`config.mk`:
```
export PLATFORM = sky130hd
export DESIGN_NAME = noc_output_arbiter
export DESIGN_NICKNAME = d
export VERILOG_FILES = /design/src/rtl/noc_output_arbiter.sv
export SDC_FILE = /design/constraint.sdc
export NUM_CORES = 1
export LEC_CHECK = 0
export CORE_MARGIN = 2
export CORE_UTILIZATION = 54
export DETAILED_ROUTE_END_ITERATION = 7
export PLACE_DENSITY = 0.88
export SETUP_SLACK_MARGIN = 0.3
export SLEW_MARGIN = 25
export SYNTH_ARGS = -nofsm -noshare
export SYNTH_HDL_FRONTEND = slang
export SYNTH_SLANG_ARGS = --single-unit
```
`constraint.sdc`:
```
create_clock -name i_clk -period 6.7 [get_ports i_clk]
set_input_delay 2.01 -clock i_clk [delete_from_list [all_inputs] [get_ports i_clk]]
set_output_delay 2.01 -clock i_clk [all_outputs]
set_load 0.05 [all_outputs]
```
`src/rtl/noc_output_arbiter.sv`:
```
// Wormhole output arbiter: round-robin choice among input FIFOs, grant locked for a
// whole packet, flits forwarded only while the downstream buffer has free credits.
module noc_output_arbiter #(
  parameter int WIDTH  = 16,
  parameter int NPORTS = 5,
  parameter int DEPTH  = 4,
  parameter int LEN_W  = 8
) (
  input  logic                      i_clk,
  input  logic                      i_rst,
  input  logic [NPORTS-1:0]         i_req,
  input  logic [NPORTS*WIDTH-1:0]   i_flit,
  input  logic                      i_credit,
  output logic [NPORTS-1:0]         o_pull,
  output logic [WIDTH-1:0]          o_flit,
  output logic                      o_valid,
  output logic [NPORTS-1:0]         o_grant,
  output logic [$clog2(DEPTH):0]    o_credits,
  output logic [1:0]                o_state
);

  localparam int IDX_W = (NPORTS > 1) ? $clog2(NPORTS) : 1;
  localparam int CW    = $clog2(DEPTH) + 1;
  localparam logic [CW-1:0] CRED_MAX = CW'(DEPTH);

  typedef enum logic [1:0] {
    IDLE    = 2'd0,
    HEADER  = 2'd1,
    PAYLOAD = 2'd2
  } state_t;

  state_t             state_q, state_d;
  logic [IDX_W-1:0]   rr_q, rr_d;
  logic [IDX_W-1:0]   g_q, g_d;
  logic [LEN_W-1:0]   rem_q, rem_d;
  logic [CW-1:0]      cred_q, cred_d;
  logic [WIDTH-1:0]   flit_q, flit_d;
  logic               valid_q, valid_d;
  logic [NPORTS-1:0]  grant_q, grant_d;

  logic               sel_vld;
  logic [IDX_W-1:0]   sel_idx;
  logic [WIDTH-1:0]   head;
  logic               xfer;

  function automatic logic [IDX_W-1:0] wrap_idx(input int v);
    return IDX_W'(v % NPORTS);
  endfunction

  // Scan from the highest offset down so the nearest requester after rr wins.
  always_comb begin
    sel_vld = 1'b0;
    sel_idx = '0;
    for (int k = NPORTS; k >= 1; k--) begin
      if (i_req[wrap_idx(int'(rr_q) + k)]) begin
        sel_vld = 1'b1;
        sel_idx = wrap_idx(int'(rr_q) + k);
      end
    end
  end

  always_comb begin
    head = '0;
    for (int p = 0; p < NPORTS; p++) begin
      if (g_q == IDX_W'(p)) head = i_flit[p*WIDTH +: WIDTH];
    end
  end

  // Handshake: o_pull is a same-cycle acknowledge of i_req[g]; the source FIFO pops
  // its head on the edge where o_pull is high, and the flit appears on o_flit after it.
  assign xfer   = i_rst && (state_q != IDLE) && i_req[g_q] && (cred_q != '0);
  assign o_pull = xfer ? (NPORTS'(1) << g_q) : '0;

  always_comb begin
    state_d = state_q;
    rr_d    = rr_q;
    g_d     = g_q;
    rem_d   = rem_q;
    grant_d = grant_q;
    flit_d  = xfer ? head : flit_q;
    valid_d = xfer;
    case (state_q)
      IDLE: begin
        if (sel_vld) begin
          g_d     = sel_idx;
          grant_d = NPORTS'(1) << sel_idx;
          state_d = HEADER;
        end
      end
      HEADER: begin
        if (xfer) begin
          rem_d = head[LEN_W-1:0];
          if (head[LEN_W-1:0] == '0) begin
            state_d = IDLE;
            rr_d    = g_q;
            grant_d = '0;
          end else begin
            state_d = PAYLOAD;
          end
        end
      end
      PAYLOAD: begin
        if (xfer) begin
          rem_d = rem_q - LEN_W'(1);
          if (rem_q == LEN_W'(1)) begin
            state_d = IDLE;
            rr_d    = g_q;
            grant_d = '0;
          end
        end
      end
      default: state_d = IDLE;
    endcase
  end

  // A returned credit and a sent flit in the same cycle cancel out.
  always_comb begin
    cred_d = cred_q;
    if (xfer && !i_credit) begin
      cred_d = cred_q - CW'(1);
    end else if (!xfer && i_credit && (cred_q != CRED_MAX)) begin
      cred_d = cred_q + CW'(1);
    end
  end

  always_ff @(posedge i_clk) begin
    if (!i_rst) begin
      state_q <= IDLE;
      rr_q    <= IDX_W'(NPORTS - 1);
      g_q     <= '0;
      rem_q   <= '0;
      cred_q  <= CRED_MAX;
      flit_q  <= '0;
      valid_q <= 1'b0;
      grant_q <= '0;
    end else begin
      state_q <= state_d;
      rr_q    <= rr_d;
      g_q     <= g_d;
      rem_q   <= rem_d;
      cred_q  <= cred_d;
      flit_q  <= flit_d;
      valid_q <= valid_d;
      grant_q <= grant_d;
    end
  end

  assign o_flit    = flit_q;
  assign o_valid   = valid_q;
  assign o_grant   = grant_q;
  assign o_credits = cred_q;
  assign o_state   = state_q;

`ifndef SYNTHESIS
  always_ff @(posedge i_clk) begin
    if (i_rst) begin
      assert (!(i_credit && !xfer && (cred_q == CRED_MAX)))
        else $error("credit returned while counter already full");
      assert ((state_q != PAYLOAD) || (rem_q != '0))
        else $error("payload state with zero flits remaining");
      assert ($onehot0(grant_q))
        else $error("grant is not one-hot");
    end
  end
`endif

endmodule

```
==> run summary, run 1 <==
Update from the flow run.

The smallest clock period supported by the final layout is computed as 6270 ps. The ratio of total power to cell area is 298 mW/mm^2. Before placement the cells fill 55.4% of the core.

The aoi/oai-family share of the synthesized area is 33.4%. The tool flagged a number of max-cap violations equal to 0. The kind of capture point of the worst setup path is an output pin.

Once detail routing completed, the nets flagged for antenna violations numbered 0. The average via count per standard cell is 6.48. The sum of negative setup slack is 0 ps. Per the CTS log, the root buffer master is clkbuf_8. Post-CTS repair changed the size of 0 cells. The classification of the worst-slack hold path is register to register. Setup repair after global routing left no endpoint under its margin.

The number of warnings in the stage logs is 41. The kind of cell with the highest combined delay along the critical path is buffers and inverters. The flow ran to the end, and the final reports show no timing, DRC or antenna violations. The total half-perimeter wirelength after legalization and detailed placement is 10,900 um.

The total routing usage reported by global routing is 31.4%. The chip area line of the yosys report is 0.00453 sq mm. The final report lists the setup-violating endpoint count as 0. TritonCTS built the clock tree.

0 antenna diodes ended up in the layout. The end-of-flow core utilization is 72.4%. 120 I/O pins were placed. The fraction of the cycle the final worst path needs is 93.6%. After synthesis, the share of flip-flops with an asynchronous set or reset is 0%. Once routing completed, OpenROAD measured the worst setup slack at 431 ps.

The first-pass GRT wire length is 22,800 um. Data on the critical path is required at its endpoint by 4690 ps. The number of nets in the finished design is 774.

After synthesis the netlist holds a flip-flop and latch count of 41. The post-synthesis cell type count is 87. The standard cell core area is 0.00818 sq mm. The cell-mix breakdown from Yosys lists the XOR/XNOR area share as 2.32%. The data arrival time of the critical path is 4260 ps.

The commonest register cell after synthesis is dfxtp_1. The die covers 0.00914 sq mm. Before any placement, the netlist area is recorded as 0.00453 sq mm. The count of mapped cells out of synthesis is 560. For the pin with the worst max-slew slack, the measured transition is 910 ps. The maximum clock insertion buffer count is 2.
[run 1: power breakdown]
group	switching, mW	internal (mW)	leakage (nW)
combinational	0.723	0.484	1.75
sequential	0.0672	0.315	0.334
clock	0.100	0.0754	0.0447
[run 1: final timing paths]
kind	start	end	slack, ps	cells after the start
max	i_req[1]	o_pull[1]	430	8
max reg2reg	rr_q[1]$_SDFFE_PN0P_	o_grant[0]$_SDFFE_PN0P_	1370	15
min	o_grant[1]$_SDFFE_PN0P_	o_grant[1]$_SDFFE_PN0P_	460	2
min reg2reg	o_grant[1]$_SDFFE_PN0P_	o_grant[1]$_SDFFE_PN0P_	460	2
[run 1: registers in the layout (all words and copies together), names as in the netlist]
| register | cells |
|---|---|
| o_state | 2 |
| rem_q | 8 |
| o_credits | 3 |
| rr_q | 3 |
| g_q | 3 |
| o_valid | 1 |
| o_grant | 5 |
| o_flit | 16 |
[run 1: worst register-to-register path: cells and delay by family (launching register included)]
| kind | cells | cell delay (ps) |
|---|---|---|
| compound gates | 7 | 1930 |
| fa+ha+maj | 2 | 920 |
| buf+inv | 2 | 640 |
| flops | 1 | 690 |
| simple gates | 4 | 1070 |
[run 1: layer usage]
metal	wire length, um	GRT usage [%]
met1	5850	40.2
met5	0	0
met2	6940	54.4
met3	890	4.43
met4	392	9.76
[run 1: cell families (layout without fill, tap and decap cells)]
kind of cell	Yosys count	count (layout)
AND-OR/OR-AND	202	202
AND/OR/NAND/NOR	169	169
buffers and inverters	73	173
flip-flops	41	41
multiplexers	39	39
adder cells (fa/ha/maj)	27	27
XOR/XNOR	9	9
[run 1: cells in the mapped netlist (8+ instances only)]
master    instances  share of area (%)
nor2_1           55                4.6
dfxtp_1          41                 18
o21ai_0          39                4.3
clkbuf_1         28                2.3
inv_1            28                2.3
ha_1             26                7.2
a21oi_1          25                2.8
a22oi_1          24                4.0
nand2_1          22                1.8
a211oi_1         21                3.5
nand3_1          17                1.9
mux2i_1          15                3.3
mux4_2           13                6.5
nand2b_1         13                1.8
mux2_2           11                2.7
buf_2             9               0.99
nor3_1            8               0.88
[run 1: through the flow]
step / total power, mW / hold slack (ps) / instances / cell area [sq um]
2_1_floorplan: 1.23 / 480 / 560 / 4530
3_3_place_gp: 1.53 / 448 / 757 / 5830
3_5_place_dp: 1.57 / 444 / 757 / 5830
4_1_cts: 1.75 / 460 / 765 / 5920
5_1_grt: 1.89 / 494 / 765 / 5920
6_report: 1.76 / 460 / 765 / 5920
[run 1: area by class of cell]
type / count / area [sq um]
well taps: 105 / 131
inverters: 33 / 126
flip-flops and latches: 41 / 821
clock buffers: 5 / 68.8
multi-input cells: 446 / 3410
clock inverters: 3 / 25.0
repair buffers: 132 / 1340
fillers: 635 / 2250
==> run_1/clk_routes.png <==
Drawn at 6 px/um.
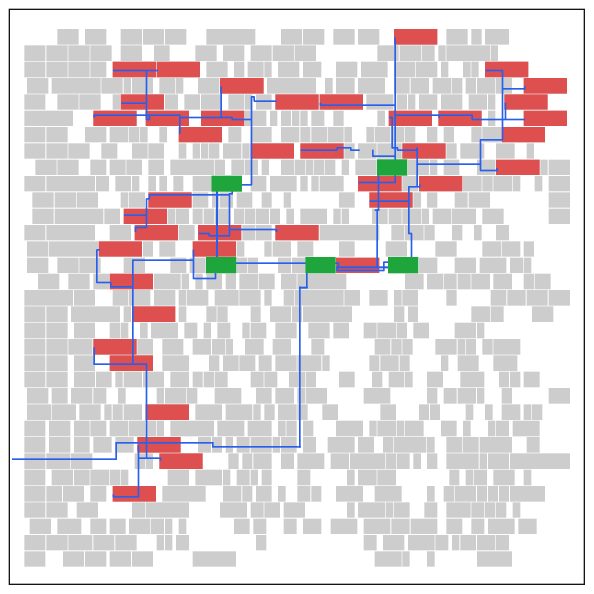
legend:
  clock wires:
    colour: blue
    length: 547 um
  clock drivers:
    colour: green
    count: 5
  flip-flops:
    colour: red
    count: 41
routed clock nets: 6
post-route clock skew: 11.0 ps
power share of the clock group: 10.0%
reported clock group power: 0.176 mW
Insertion Delay late pin: 300 ps

==> run_1/power_grid.png <==
Drawn at 4 px/um. Pins as bars on the die edge.
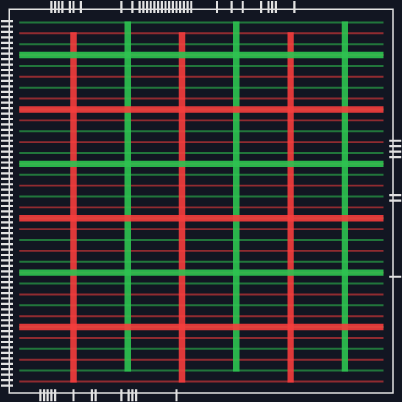
legend:
  VSS:
    colour: red
  VDD:
    colour: green
met5 straps: 6
rows: 33
signal pins: 120
met4 straps: 6
met1 rails: 34
DIE HEIGHT: 95.6 um
worst voltage drop across the vdd grid: 0.162 mV
Die Wd: 95.6 um

==> run_1/layer_met4.png <==
Drawn at 4 px/um.
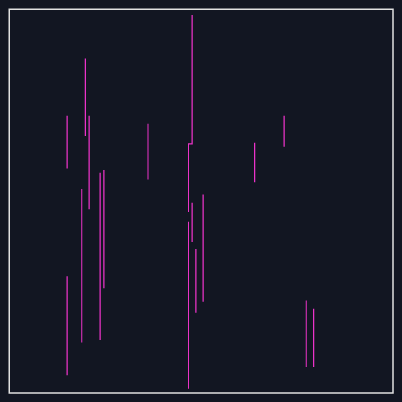
wire length on this layer: 393 um
main direction: vertical
longest straight run: 41.5 um
vias after detailed routing: 4,961
post-detailed-routing wire length: 14,100 um

==> run_1/cell_density.png <==
Drawn at 3 px/um. 10 x 10 tiles, from white (low) to dark blue (high), 0 to 100% covered.
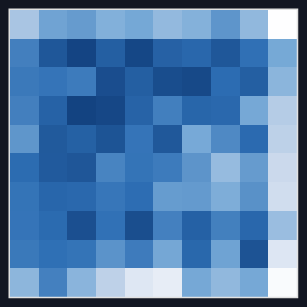

==> run 2, diff against run 1 <==
Settings changed: CAP_MARGIN set to 20, CORE_MARGIN 2 to 4.
==> run_2/cell_density.png <==
Drawn at 3 px/um. 10 x 10 tiles, from white (low) to dark blue (high), 0 to 100% covered.
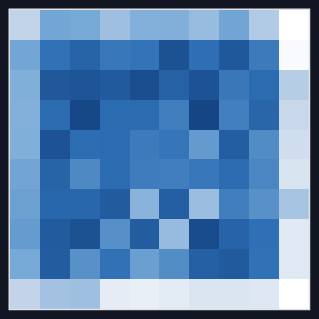
fullest tile: 92%
nearly empty tiles: 2.0%
mean over tiles: 59%
placeable core region: 0.00818 sq mm
Floorplan Utilization: 55.4%
final design utilization: 72.9%

==> run_2/congestion.png <==
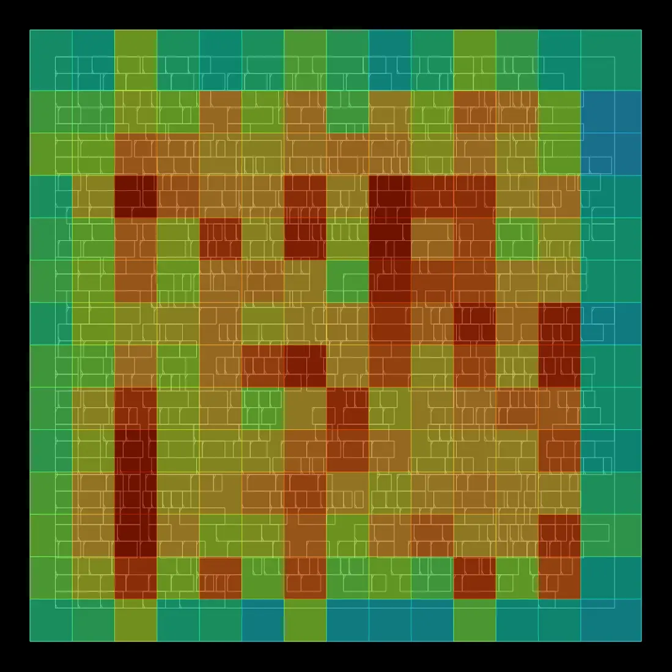
Global Route met1 Usage: 35.4%
average detailed-routed wire length per instance: 18.9 um
Global Route Usage Sum: 28.6%

==> run summary, run 2 <==
Update from the flow run.

The run finished with clean final reports. The critical path crosses 8 cells after its start point. TritonCTS built the clock tree.

The chip area line of the yosys report is 0.00453 sq mm. The switching share of total power is 49.1%. STA classifies the critical path endpoint as an output pin. The sum of negative setup slack is 0 ps. The number of DRC markers in iteration 0 is 481. The die area is 0.00992 sq mm. The maximum clock insertion buffer count is 2. The share of flip-flops with an asynchronous set or reset after synthesis is 0%. At the pin with the least slew margin, the transition time is 892 ps.

The number of routed nets with antenna violations is 0. The report shows a maximum critical-path fanout of 9. Summing all placed instances gives a cell area of 0.00583 sq mm. Setup repair after global routing left no endpoint under its margin. In the placement report, post-DP HPWL is listed as 11,200 um.

The area taken by flip-flops and latches is 821 sq um. In the final run the clock tree shows a worst skew of 7.37 ps. The synthesized netlist occupies a cell area of 0.00453 sq mm.

The script computed a power per unit cell area of 304 mW/mm^2. Summed over all nets, the switching power comes to 0.891 mW. The startpoint identified for the worst register-to-register timing path is rr_q[1]$_SDFFE_PN0P_. The tool warning count for the run is 41. The total number of vias is 4,959. The internal power is 0.922 mW.

The number of cells on the worst reg-to-reg path is 15. The gate-level netlist out of Yosys references 87 unique cell types. In this run the register-to-register setup slack is 1380 ps.

The sequential share of power is 21.1%. The classification of the worst-slack hold path is register to register. The number of flip-flops under the largest register name is 16. The vertical die size is 99.6 um. In this run the horizontal extent of the chip is 99.6 um.

The most used flip-flop cell after synthesis is dfxtp_1. The fraction of the cycle the final worst path needs is 94.1%. The endpoint of the worst register-to-register path is o_grant[0]$_SDFFE_PN0P_. The number of fill cells is 645.

The first-pass GRT wire length is 23,300 um. The data arrival time of the critical path is 4290 ps. The number of nets in the finished design is 775. The routed design shows a via density per instance of 6.47. Among all cell types in the netlist, the one instantiated most often is nor2_1.

The number of max-capacitance violations reported is 0. The final wirelength is 14,500 um. The count of mapped cells out of synthesis is 560.

In the post-synthesis netlist, the biggest area contributors are dfxtp_1, ha_1, mux4_2, nor2_1, o21ai_0. The area share of the largest cell type after synthesis is 18.1%. The number of register bits inferred by synthesis is 41. In this run the critical path is formed by clkdlybuf4s50_1, mux4_2, a22oi_1, a2111oi_4, and2_1, nand2_1, nor2_1, buf_12. Along the worst hold path, the cell count comes to 2. On the critical path the largest part of the delay comes from buffers and inverters. The number of global-route vias before repair is 4,880. STA shows the worst min-delay path finishing at o_grant[0]$_SDFFE_PN0P_. From the final report, the count of setup violators was given as 0. Counting the buffers created by CTS gives 5.

The cell type with the largest total area after synthesis is dfxtp_1. Looking at hold timing, the worst path starts from o_grant[0]$_SDFFE_PN0P_. The minimum clock period is 6300 ps. The clock network latency to the later pin of the worst-skew pair is 300 ps.

The combinational share of power is 66.8%. The largest voltage drop on the vdd net is 0.167 mV. Yosys reports that the most numerous cell types are nor2_1, dfxtp_1, o21ai_0.

For the worst setup path, the data required time is 4690 ps. Pin placement for this block handled 120 I/O pins. The buffer type at the clock tree root is clkbuf_8.

The H-tree depth reported by CTS is 2. Across all setup checks in the final design, the least slack found is 395 ps. The multi-input combinational cell area is 0.00341 sq mm. Per Yosys stat, the portion of area used by sequential elements is 18.1%. Summing all non-filler instances in the final layout gives an area of 0.00596 sq mm. In this run, the clock network consumes 12.0% of the power.
run 2: cell counts after synthesis:
Identical to the previous run, type by type.
run 2: power by group through the flow:
stage	logic (mW)	clock network [mW]	registers [mW]
2_1_floorplan	0.726	0	0.505
3_3_place_gp	1.16	0	0.381
3_5_place_dp	1.18	0	0.383
4_1_cts	1.19	0.218	0.380
5_1_grt	1.31	0.228	0.393
6_report	1.21	0.218	0.383
run 2: repair_timing:
item                                    CTS  global route
endpoints found under the setup margin    0             2
buffers inserted                          0             1
gates resized                             0             1
run 2: cell type report:
| class | count | area share (%) |
|---|---|---|
| Antenna cell | 1 | 0.0420 |
| Clock buffer | 6 | 1.39 |
| Clock inverter | 2 | 0.630 |
| Inverter | 33 | 2.12 |
| Multi-Input combinational cell | 446 | 57.2 |
| Sequential cell | 41 | 13.8 |
| Tap cell | 105 | 2.20 |
| Timing Repair Buffer | 133 | 22.6 |
run 2: worst register-to-register path, cell delays in order, from the launching register on:
cell	delay, ps
dfxtp_1	700
inv_1	210
ha_1	640
clkinv_1	400
a21oi_1	240
or2_1	250
ha_1	230
nor2b_1	190
o21ai_0	130
a221o_1	480
a211oi_1	220
o2111a_1	300
nor3b_1	130
a41o_1	320
or4_4	520
o32ai_1	270
run 2: how the worst max path moves through the flow:
stage	from	endpoint
after floorplan	i_req[2]	o_pull[2]
after global placement	i_req[3]	o_pull[1]
after detailed placement	i_req[3]	o_pull[2]
after CTS	i_req[3]	o_pull[2]
after global routing	i_req[0]	o_pull[2]
final	i_req[0]	o_pull[2]
run 2: metrics by stage:
step | hold slack (ps) | util, % | total power [mW] | instances
detailed placement | 455 | 71.3 | 1.57 | 757
CTS | 471 | 72.7 | 1.79 | 765
finish | 466 | 72.9 | 1.81 | 767
floorplan | 480 | - | 1.23 | 560
global route | 497 | 72.9 | 1.93 | 767
global placement | 448 | 71.3 | 1.54 | 757
run 2: cells by family (layout without fill, tap and decap cells):
group,Yosys count,after routing,share of synthesized area [%]
DFF,41,41,18.1
xor gates and xnor gates,9,9,2.32
other,0,1,0
buffers and inverters,73,174,6.60
muxes,39,39,12.5
and+or+nand+nor,169,169,19.4
AOI/OAI and AO/OA,202,202,33.4
adders and majority gates,27,27,7.62
run 2: metal layers:
| layer | vias to the layer above | wire, um | part of all wire (%) | global-route usage, % |
|---|---|---|---|---|
| met2 | 268 | 7080 | 49 | 50.6 |
| met1 | 2322 | 5840 | 40 | 35.4 |
| met5 | - | 0 | 0 | 0 |
| li1 | 2332 | - | - | - |
| met4 | 0 | 400 | 2.8 | 9.03 |
| met3 | 37 | 1170 | 8.1 | 4.63 |
Power is estimated from default activity; no workload was simulated.
